## config.mk

```make
export PLATFORM = sky130hd
export DESIGN_NAME = overlap_addr_gen
export DESIGN_NICKNAME = d
export VERILOG_FILES = /design/src/rtl/ovl_pkg.sv /design/src/rtl/ovl_slot_table.sv /design/src/rtl/overlap_addr_gen.sv
export SDC_FILE = /design/constraint.sdc
export NUM_CORES = 1
export LEC_CHECK = 0
export ABC_AREA = 1
export CELL_PAD_IN_SITES_DETAIL_PLACEMENT = 1
export CELL_PAD_IN_SITES_GLOBAL_PLACEMENT = 2
export CORE_MARGIN = 2
export CORE_UTILIZATION = 25
export DETAILED_ROUTE_END_ITERATION = 8
export GPL_ROUTABILITY_DRIVEN = 0
export HOLD_SLACK_MARGIN = 0.08
export PLACE_DENSITY_LB_ADDON = 0.1
export SLEW_MARGIN = 25
export SYNTH_ARGS = -nofsm -noshare
export SYNTH_HDL_FRONTEND = slang
export SYNTH_HIERARCHICAL = 1
export SYNTH_SLANG_ARGS = --single-unit
```

## constraint.sdc

```tcl
create_clock -name clk -period 6 [get_ports clk]
set_clock_uncertainty 0.2 [all_clocks]
set_input_delay 1.2 -clock clk [delete_from_list [all_inputs] [get_ports clk]]
set_output_delay 1.2 -clock clk [all_outputs]
set_load 0.02 [all_outputs]
```

## src/rtl/ovl_pkg.sv

```systemverilog
// Shared types and defaults for the overlap-add address generator.
package ovl_pkg;

   typedef enum logic [1:0] {
      IDLE = 2'd0,
      CUR  = 2'd1,
      PREV = 2'd2,
      DONE = 2'd3
   } ovl_state_e;

   localparam int unsigned OVL_WPB    = 4;
   localparam int unsigned OVL_BASE_W = 3;
   localparam logic [OVL_BASE_W-1:0] OVL_BASE = 3'b100;

endpackage

```

## src/rtl/ovl_slot_table.sv

```systemverilog
// Per-channel frame slot counter and "previous frame exists" flag.
module ovl_slot_table #(
   parameter int unsigned NUM_CH    = 2,
   parameter int unsigned CH_W      = 1,
   parameter int unsigned SLOT_BITS = 2
) (
   input  logic                 clk,
   input  logic                 reset,
   input  logic [CH_W-1:0]      rd_ch,
   output logic [SLOT_BITS-1:0] rd_slot_c,
   output logic                 rd_has_prev_c,
   input  logic                 upd_en,
   input  logic [CH_W-1:0]      upd_ch
);

   logic [SLOT_BITS-1:0] slot_cnt_q [NUM_CH];
   logic [SLOT_BITS-1:0] slot_cnt_d [NUM_CH];
   logic                 has_prev_q [NUM_CH];
   logic                 has_prev_d [NUM_CH];

   always_comb begin
      rd_slot_c     = '0;
      rd_has_prev_c = 1'b0;
      for (int unsigned i = 0; i < NUM_CH; i++) begin
         if (rd_ch == CH_W'(i)) begin
            rd_slot_c     = slot_cnt_q[i];
            rd_has_prev_c = has_prev_q[i];
         end
      end
   end

   // Slot counter wraps naturally at 2^SLOT_BITS.
   always_comb begin
      slot_cnt_d = slot_cnt_q;
      has_prev_d = has_prev_q;
      for (int unsigned i = 0; i < NUM_CH; i++) begin
         if (upd_en && (upd_ch == CH_W'(i))) begin
            slot_cnt_d[i] = slot_cnt_q[i] + SLOT_BITS'(1);
            has_prev_d[i] = 1'b1;
         end
      end
   end

   always_ff @(posedge clk or posedge reset) begin
      if (reset) begin
         slot_cnt_q <= '{default: '0};
         has_prev_q <= '{default: 1'b0};
      end else begin
         slot_cnt_q <= slot_cnt_d;
         has_prev_q <= has_prev_d;
      end
   end

endmodule

```

## src/rtl/overlap_addr_gen.sv

```systemverilog
// Overlap memory address generator: current/previous window read pairs per frame.
// Eight-short window mode is built only when OVL_SHORT_WIN_EN is defined.
module overlap_addr_gen
   import ovl_pkg::*;
#(
   parameter int unsigned WIN_LEN   = 1024,
   parameter int unsigned WPB       = OVL_WPB,
   parameter int unsigned NUM_CH    = 2,
   parameter int unsigned SLOT_BITS = 2,
   parameter int unsigned BASE_W    = OVL_BASE_W,
   parameter logic [BASE_W-1:0] BASE = BASE_W'(OVL_BASE),
   localparam int unsigned CH_W   = (NUM_CH > 1) ? $clog2(NUM_CH) : 1,
   localparam int unsigned OFF_W  = $clog2(WIN_LEN),
   localparam int unsigned ADDR_W = BASE_W + CH_W + SLOT_BITS + OFF_W
) (
   input  logic              clk,
   input  logic              reset,
   input  logic              start,
   input  logic [CH_W-1:0]   ch_sel,
   input  logic              short_win,
   input  logic              addr_ready,
   output logic              addr_valid,
   output logic [ADDR_W-1:0] addr,
   output logic              do_overlap,
   output logic              busy,
   output logic              frame_done
);

   localparam int unsigned HALF_LEN  = WIN_LEN / 2;
   localparam int unsigned SHORT_LEN = WIN_LEN / 8;
   localparam logic [OFF_W-1:0] STEP        = OFF_W'(WPB);
   localparam logic [OFF_W-1:0] LONG_W_MAX  = OFF_W'(HALF_LEN - WPB);
   localparam logic [OFF_W-1:0] SHORT_W_MAX = OFF_W'(SHORT_LEN / 2 - WPB);

   ovl_state_e           state_q, state_d;
   logic [CH_W-1:0]      ch_q, ch_d;
   logic [SLOT_BITS-1:0] slot_q, slot_d;
   logic                 prev_q, prev_d;
   logic                 short_q, short_d;
   logic [2:0]           k_q, k_d;
   logic [OFF_W-1:0]     w_q, w_d;
   logic [ADDR_W-1:0]    addr_q, addr_d;
   logic                 addr_valid_q, addr_valid_d;
   logic                 do_overlap_q, do_overlap_d;
   logic                 busy_q, busy_d;
   logic                 frame_done_q, frame_done_d;

   logic [SLOT_BITS-1:0] rd_slot_c;
   logic                 rd_has_prev_c;
   logic                 upd_en_c;
   logic                 beat_c;
   logic                 last_c;
   logic                 pair_done_c;
   logic [OFF_W-1:0]     w_max_c;
   logic [OFF_W-1:0]     cur_off_c;
   logic [OFF_W-1:0]     prev_off_c;
   logic                 prev_old_slot_c;
   logic [SLOT_BITS-1:0] prev_slot_c;

`ifndef OVL_SHORT_WIN_EN
   logic unused_short_win;
   assign unused_short_win = short_win;
`endif

   ovl_slot_table #(
      .NUM_CH   (NUM_CH),
      .CH_W     (CH_W),
      .SLOT_BITS(SLOT_BITS)
   ) u_slot_table (
      .clk          (clk),
      .reset        (reset),
      .rd_ch        (ch_sel),
      .rd_slot_c    (rd_slot_c),
      .rd_has_prev_c(rd_has_prev_c),
      .upd_en       (upd_en_c),
      .upd_ch       (ch_q)
   );

   assign beat_c  = addr_valid_q && addr_ready;
   assign w_max_c = short_q ? SHORT_W_MAX : LONG_W_MAX;
   assign last_c  = (w_q == w_max_c) && (!short_q || (k_q == 3'd7));

   // Next state; outputs are registered from the next-state values.
   always_comb begin
      state_d         = state_q;
      ch_d            = ch_q;
      slot_d          = slot_q;
      prev_d          = prev_q;
      short_d         = short_q;
      k_d             = k_q;
      w_d             = w_q;
      upd_en_c        = 1'b0;
      pair_done_c     = 1'b0;
      cur_off_c       = '0;
      prev_off_c      = '0;
      prev_old_slot_c = 1'b1;
      prev_slot_c     = '0;
      addr_d          = '0;

      case (state_q)
         IDLE: begin
            if (start) begin
               state_d = CUR;
               ch_d    = ch_sel;
               slot_d  = rd_slot_c;
               prev_d  = rd_has_prev_c;
`ifdef OVL_SHORT_WIN_EN
               short_d = short_win;
`else
               short_d = 1'b0;
`endif
               k_d     = '0;
               w_d     = '0;
            end
         end
         CUR: begin
            if (beat_c) begin
               if (prev_q) begin
                  state_d = PREV;
               end else begin
                  pair_done_c = 1'b1;
                  state_d     = last_c ? DONE : CUR;
               end
            end
         end
         PREV: begin
            if (beat_c) begin
               pair_done_c = 1'b1;
               state_d     = last_c ? DONE : CUR;
            end
         end
         DONE: begin
            state_d  = IDLE;
            upd_en_c = 1'b1;
         end
         default: state_d = IDLE;
      endcase

      if (pair_done_c) begin
         if (w_q == w_max_c) begin
            w_d = '0;
            k_d = k_q + 3'd1;
         end else begin
            w_d = w_q + STEP;
         end
      end

      // Short window k pairs with the second half of window k-1; k=0 reaches into the previous frame.
      prev_slot_c = slot_d - SLOT_BITS'(1);
      if (short_d) begin
         cur_off_c = OFF_W'(k_d) * OFF_W'(SHORT_LEN) + w_d;
         if (k_d == 3'd0) begin
            prev_off_c = OFF_W'(WIN_LEN - SHORT_LEN / 2) + w_d;
         end else begin
            prev_off_c      = OFF_W'(k_d - 3'd1) * OFF_W'(SHORT_LEN) + OFF_W'(SHORT_LEN / 2) + w_d;
            prev_old_slot_c = 1'b0;
         end
      end else begin
         cur_off_c  = w_d;
         prev_off_c = OFF_W'(HALF_LEN) + w_d;
      end

      if (state_d == CUR) begin
         addr_d = {BASE, ch_d, slot_d, cur_off_c};
      end else if (state_d == PREV) begin
         addr_d = {BASE, ch_d, (prev_old_slot_c ? prev_slot_c : slot_d), prev_off_c};
      end

      addr_valid_d = (state_d == CUR) || (state_d == PREV);
      do_overlap_d = (state_d == PREV) || ((state_d == CUR) && !prev_d);
      busy_d       = (state_d != IDLE);
      frame_done_d = (state_d == DONE);
   end

   always_ff @(posedge clk or posedge reset) begin
      if (reset) begin
         state_q      <= IDLE;
         ch_q         <= '0;
         slot_q       <= '0;
         prev_q       <= 1'b0;
         short_q      <= 1'b0;
         k_q          <= '0;
         w_q          <= '0;
         addr_q       <= '0;
         addr_valid_q <= 1'b0;
         do_overlap_q <= 1'b0;
         busy_q       <= 1'b0;
         frame_done_q <= 1'b0;
      end else begin
         state_q      <= state_d;
         ch_q         <= ch_d;
         slot_q       <= slot_d;
         prev_q       <= prev_d;
         short_q      <= short_d;
         k_q          <= k_d;
         w_q          <= w_d;
         addr_q       <= addr_d;
         addr_valid_q <= addr_valid_d;
         do_overlap_q <= do_overlap_d;
         busy_q       <= busy_d;
         frame_done_q <= frame_done_d;
      end
   end

   assign addr_valid = addr_valid_q;
   assign addr       = addr_q;
   assign do_overlap = do_overlap_q;
   assign busy       = busy_q;
   assign frame_done = frame_done_q;

endmodule

```

**Run 1: M1 wires**

(4 px per um) Cells faint in the background.
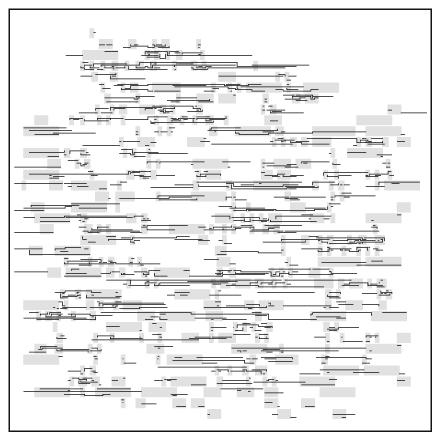
The layer holds 50% of the routed length. The layer carries 3210 um of wire. The longest straight run is 43.7 um.

**Run 1: met2 routing**

(4 px per um)
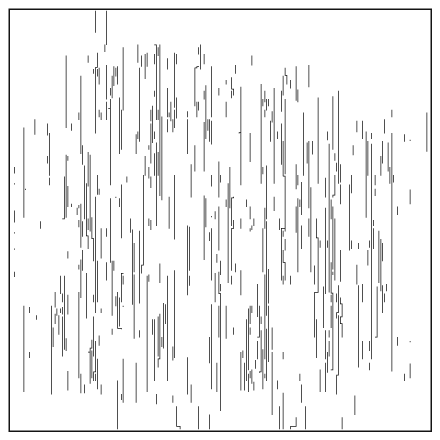
The layer carries 3010 um of wire. The longest straight run is 59.5 um. The layer holds 47% of the routed length. 300 nets have wire on it. The wires run mostly vertical.

**Run 1: signal wires on met3**

(3 px per um) Cells faint in the background.
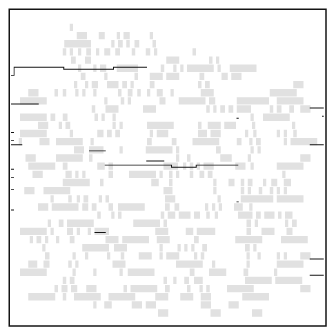
The layer carries 144 um of wire. The longest straight run is 22.1 um. 15 nets have wire on it. The wires run mostly horizontal.

==> flow_summary.ini, run 1 <==
; implementation run metrics
[status]
status = finished clean

[setup_path]
reg2regPathDepth = 22
cpMostUsedCell = nand2_1
end_kind = flop
critPathLaunchType = input pin

[finish]
flop_area_um2 = 1076
comb_share = 0.4011
seq_cell_count = 43
num-clock-buffers = 6
top_area_cell_class = combinational gates
final_util = 0.3109
postLayoutCellArea_um2 = 3067

[power]
peakVddDrop_v = 0.0001923

[logic_synthesis]
aoi_share = 0.07982
synth-main-ff-cell = dfrtp_1
yosysTopAreaCell = dfrtp_1
ys.flops = 43
yosys_warnings = 6
synth_cell_types = 36

[detailed_routing]
routedWlPerCell_um = 13.45

[final_timing]
tightest_slew_ns = 0.8965
fin_tns_setup_ns = 0
setup_slack_ns = 1.877
final_max_slew_viol_count = 0

[die]
fp.dieH_um = 105.1
nWellTaps = 133
floorplan.core_util = 0.2590

[cts]
htree_levels = 2
cts.sinks = 43
path_clk_slew_ns = 0.09
cts_root_buf = clkbuf_8

[grt]
gr-usage-met1 = 0.1663
grt.overflow.total = 0

[place]
post-place-ws_ns = 1.498
placedCellCount = 472
[run 1: power breakdown]
group / internal [mW] / total (mW) / leakage [nW] / switching, mW
sequential: 0.356 / 0.398 / 0.576 / 0.0413
clock: 0.167 / 0.275 / 0.0654 / 0.109
combinational: 0.154 / 0.436 / 0.912 / 0.282
total: 0.677 / 1.11 / 1.55 / 0.432
[run 1: path summary, 6_finish.rpt]
check	from	slack [ns]	end
min in group asynchronous	reset	0.94	u_slot_table/slot_cnt_q[2]$_DFFE_PP0P_
setup reg to reg	state_q[1]$_DFF_PP0_	2.38	addr[9]$_DFF_PP0_
setup / recovery	addr_ready	1.88	addr[9]$_DFF_PP0_
hold / removal	u_slot_table/has_prev_q[1]$_DFFE_PP0P_	0.26	u_slot_table/has_prev_q[1]$_DFFE_PP0P_
hold reg to reg	u_slot_table/has_prev_q[1]$_DFFE_PP0P_	0.26	u_slot_table/has_prev_q[1]$_DFFE_PP0P_
max in group asynchronous	reset	4.11	w_q[9]$_DFF_PP0_
[run 1: layer usage]
layer	part of all wire	routed length (um)	up-vias
met5	0	0	-
met4	0.013	86	0
met3	0.022	143	8
met2	0.47	3014	19
met1	0.50	3212	972
li1	-	-	1051
[run 1: worst register-to-register path: stages (launching register included)]
cell and delay (ns):
dfrtp_1 0.43, inv_1 0.13, ha_1 0.27, inv_2 0.06, o21ai_4 0.16, nand3_4 0.17
clkinv_4 0.15, nand2_4 0.10, o21ai_0 0.40, inv_1 0.09, ha_1 0.29, inv_1 0.04
ha_1 0.30, inv_1 0.09, nor2_1 0.04, a21oi_1 0.19, nand2_1 0.07, nand2_1 0.06
nand3_1 0.06, nand2_1 0.07, nand2_1 0.05, nand2_1 0.05, nand2_1 0.04
## Run 2: what changed since run 1
clock period = 4.2 ns   (was 6 ns; I/O delays follow)
**Run 2: met2 routing**

(4 px per um)
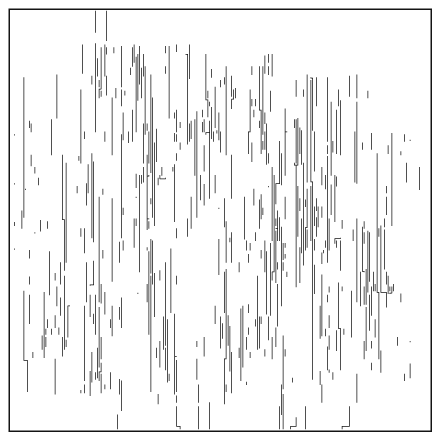
The wires run mostly vertical. The layer holds 47% of the routed length.

==> run 2 against run 1 <==
  * Clock-buffer cell count down 1
  * Total power up 46%
  * Clock power is 44% higher
  * Worst hold slack better by 0.0089 ns
  * Wire length is 0.43% higher
  * First-iteration DRC count increased by 29%
  * Critical path type unchanged
  * Setup slack got worse by 1.2 ns
  * Flip-flop count is the same
  * Critical path depth unchanged
==> flow_summary.ini, run 2 <==
; implementation run metrics
[logic_synthesis]
yosysTopAreaCell = dfrtp_1
synth-main-ff-cell = dfrtp_1
synth_cell_types = 36
yosys_warnings = 6
aoi_share = 0.07982
ys.flops = 43

[grt]
grt.overflow.total = 0
grt_pass1_vias = 2191

[final_timing]
tightest_slew_ns = 0.8147
fin_tns_setup_ns = 0
rsz0062_at_grt = no
final_max_slew_viol_count = 0
hold_viol = 0
fmax_mhz = 284.7
finalClockPeriodUsage = 0.8362

[power]
clk-power_mw = 0.396
p_comb_mw = 0.652
p_seq_mw = 0.567
combPwrFrac = 0.404
seq_power_share = 0.351
switchingPower_mw = 0.6205
p_int_mw = 0.9942
power.group.top = combinational logic
clockPowerShare = 0.245
peakVddDrop_v = 0.0002561
switching_share = 0.3843

[cts]
cts.sinks = 43
htree_levels = 2
postCtsSetupBuffers = 0
cts_resized = 0
path_clk_slew_ns = 0.09
cts_buffers = 5

[die]
floorplan.core_util = 0.2590
fp.dieH_um = 105.1

[setup_path]
end_kind = flop
cpMostUsedCell = nand2_1
crit_required_ns = 4.20
critPathLaunchType = input pin

[status]
status = finished clean

[detailed_routing]
met2_wirelength_mm = 3.075
wl_met3_um = 138
routedWlPerCell_um = 13.32

[finish]
drive_gt1_frac = 0.1384
lay_top_count = nand2_1
postLayoutCellArea_um2 = 3123
-- run 2: layer usage --
layer / track usage / up-vias
met4: 0.03143 / 0
met1: 0.1603 / 980
met3: 0.02433 / 8
met5: 0 / -
met2: 0.2175 / 19
li1: - / 1061
-- run 2: stage by stage --
stage,hold WS (ns),utilization,setup WS (ns),power (mW),instances
floorplan,0.2183,-,0.9317,0.9800,320
global placement,0.2393,0.3028,0.3936,1.245,479
detailed placement,0.2603,0.3028,0.3293,1.248,479
CTS,0.2827,0.3166,0.6542,1.654,487
global route,0.3107,0.3166,0.3719,1.738,487
finish,0.2732,0.3166,0.6878,1.615,487
-- run 2: final cells by class --
cell class | count | area [um^2] | area share
multi-input cells | 214 | 1230 | 0.3938
flip-flops and latches | 43 | 1076 | 0.3446
repair buffers | 32 | 295.3 | 0.09455
inverters | 57 | 219.0 | 0.07011
well taps | 133 | 166.4 | 0.05329
clock buffers | 5 | 68.82 | 0.02204
clock inverters | 3 | 67.56 | 0.02163
-- run 2: worst paths after layout --
kind	from	end	slack (ns)	depth (start not counted)
min	u_slot_table/has_prev_q[1]$_DFFE_PP0P_	u_slot_table/has_prev_q[1]$_DFFE_PP0P_	0.27	2
max in group asynchronous	reset	short_q$_DFF_PP0_	2.32	3
min reg2reg	u_slot_table/has_prev_q[1]$_DFFE_PP0P_	u_slot_table/has_prev_q[1]$_DFFE_PP0P_	0.27	2
min in group asynchronous	reset	u_slot_table/slot_cnt_q[2]$_DFFE_PP0P_	0.58	2
max reg2reg	state_q[1]$_DFF_PP0_	addr[9]$_DFF_PP0_	0.90	22
max	addr_ready	addr[9]$_DFF_PP0_	0.69	21
## Run 3: what changed since run 2
clock period = 2.9 ns   (was 4.2 ns; I/O delays follow)
**Run 3: met2 routing**

(4 px per um)
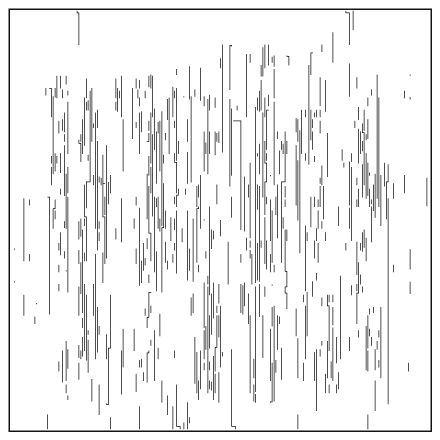
The layer carries 3420 um of wire. 362 nets have wire on it. The wires run mostly vertical. The layer holds 48% of the routed length. The longest straight run is 51.3 um.

==> run 3 against run 2 <==
  * Clock-buffer cell count is 1 higher
  * Combinational power is 93% higher
  * Via count is 11% higher
  * Core utilization is 5.1 points higher
  * Largest cell class unchanged
==> flow_summary.ini, run 3 <==
; implementation run metrics
[finish]
seq_cell_count = 43
clk_share = 0.02343
num-clock-buffers = 6
flop_area_um2 = 1077
num-multi-input-gates = 214
n_all_buffers = 81

[status]
status = finished clean

[cts]
path_clk_slew_ns = 0.09
cts.sinks = 43

[power]
p_comb_mw = 1.26
p_int_mw = 1.494
clk-power_mw = 0.385

[setup_path]
end_kind = flop
cpMostUsedCell = nand2_1
crit_required_ns = 2.89

[logic_synthesis]
synth_cell_types = 36
yosysTopAreaCell = dfrtp_1
yosys_warnings = 6

[detailed_routing]
met2_wirelength_mm = 3.417

[grt]
top_usage_layer = met2
grt.overflow.total = 0
use_met3 = 0.02371
use_met2 = 0.2314

[final_timing]
final_max_slew_viol_count = 0
## run 3: cell counts after synthesis
Identical to the previous run, type by type.
## run 3: cell families after synthesis
logic type	share of synthesized area
multiplexers	0.007836
adder cells (fa/ha/maj)	0.09109
AND-OR/OR-AND	0.07983
AND/OR/NAND/NOR	0.2929
XOR/XNOR	0.006857
flip-flops	0.4212
buffers and inverters	0.09892
other	0.001468
## run 3: stage by stage
stage / setup WS, ns / util / TNS (ns) / total power, mW
floorplan: 0.005193 / - / 0 / 1.437
global placement: -0.3813 / 0.3360 / -1.260 / 1.983
detailed placement: -0.4349 / 0.3360 / -1.691 / 2.000
CTS: -0.02429 / 0.3569 / -0.02429 / 2.478
global route: -0.1078 / 0.3681 / -0.1078 / 2.673
finish: 0.06144 / 0.3681 / 0 / 2.464
## run 3: worst paths after layout
path / slack [ns] / cells past startpoint / endpoint / startpoint
max: 0.06 / 22 / addr[9]$_DFF_PP0_ / state_q[1]$_DFF_PP0_
min: 0.25 / 2 / u_slot_table/has_prev_q[1]$_DFFE_PP0P_ / u_slot_table/has_prev_q[1]$_DFFE_PP0P_
max reg2reg: 0.06 / 22 / addr[9]$_DFF_PP0_ / state_q[1]$_DFF_PP0_
min reg2reg: 0.25 / 2 / u_slot_table/has_prev_q[1]$_DFFE_PP0P_ / u_slot_table/has_prev_q[1]$_DFFE_PP0P_
max in group asynchronous: 1.59 / 3 / state_q[1]$_DFF_PP0_ / reset
min in group asynchronous: 0.33 / 2 / u_slot_table/slot_cnt_q[3]$_DFFE_PP0P_ / reset
## run 3: what timing repair did
item | 4_1_cts | 5_1_grt
setup buffers | 7 | 5
setup endpoints to repair | 4 | 14
hold buffers | 0 | 0
pin swaps | 10 | 12
resized | 17 | 19
Power and IR drop assume default switching activity.
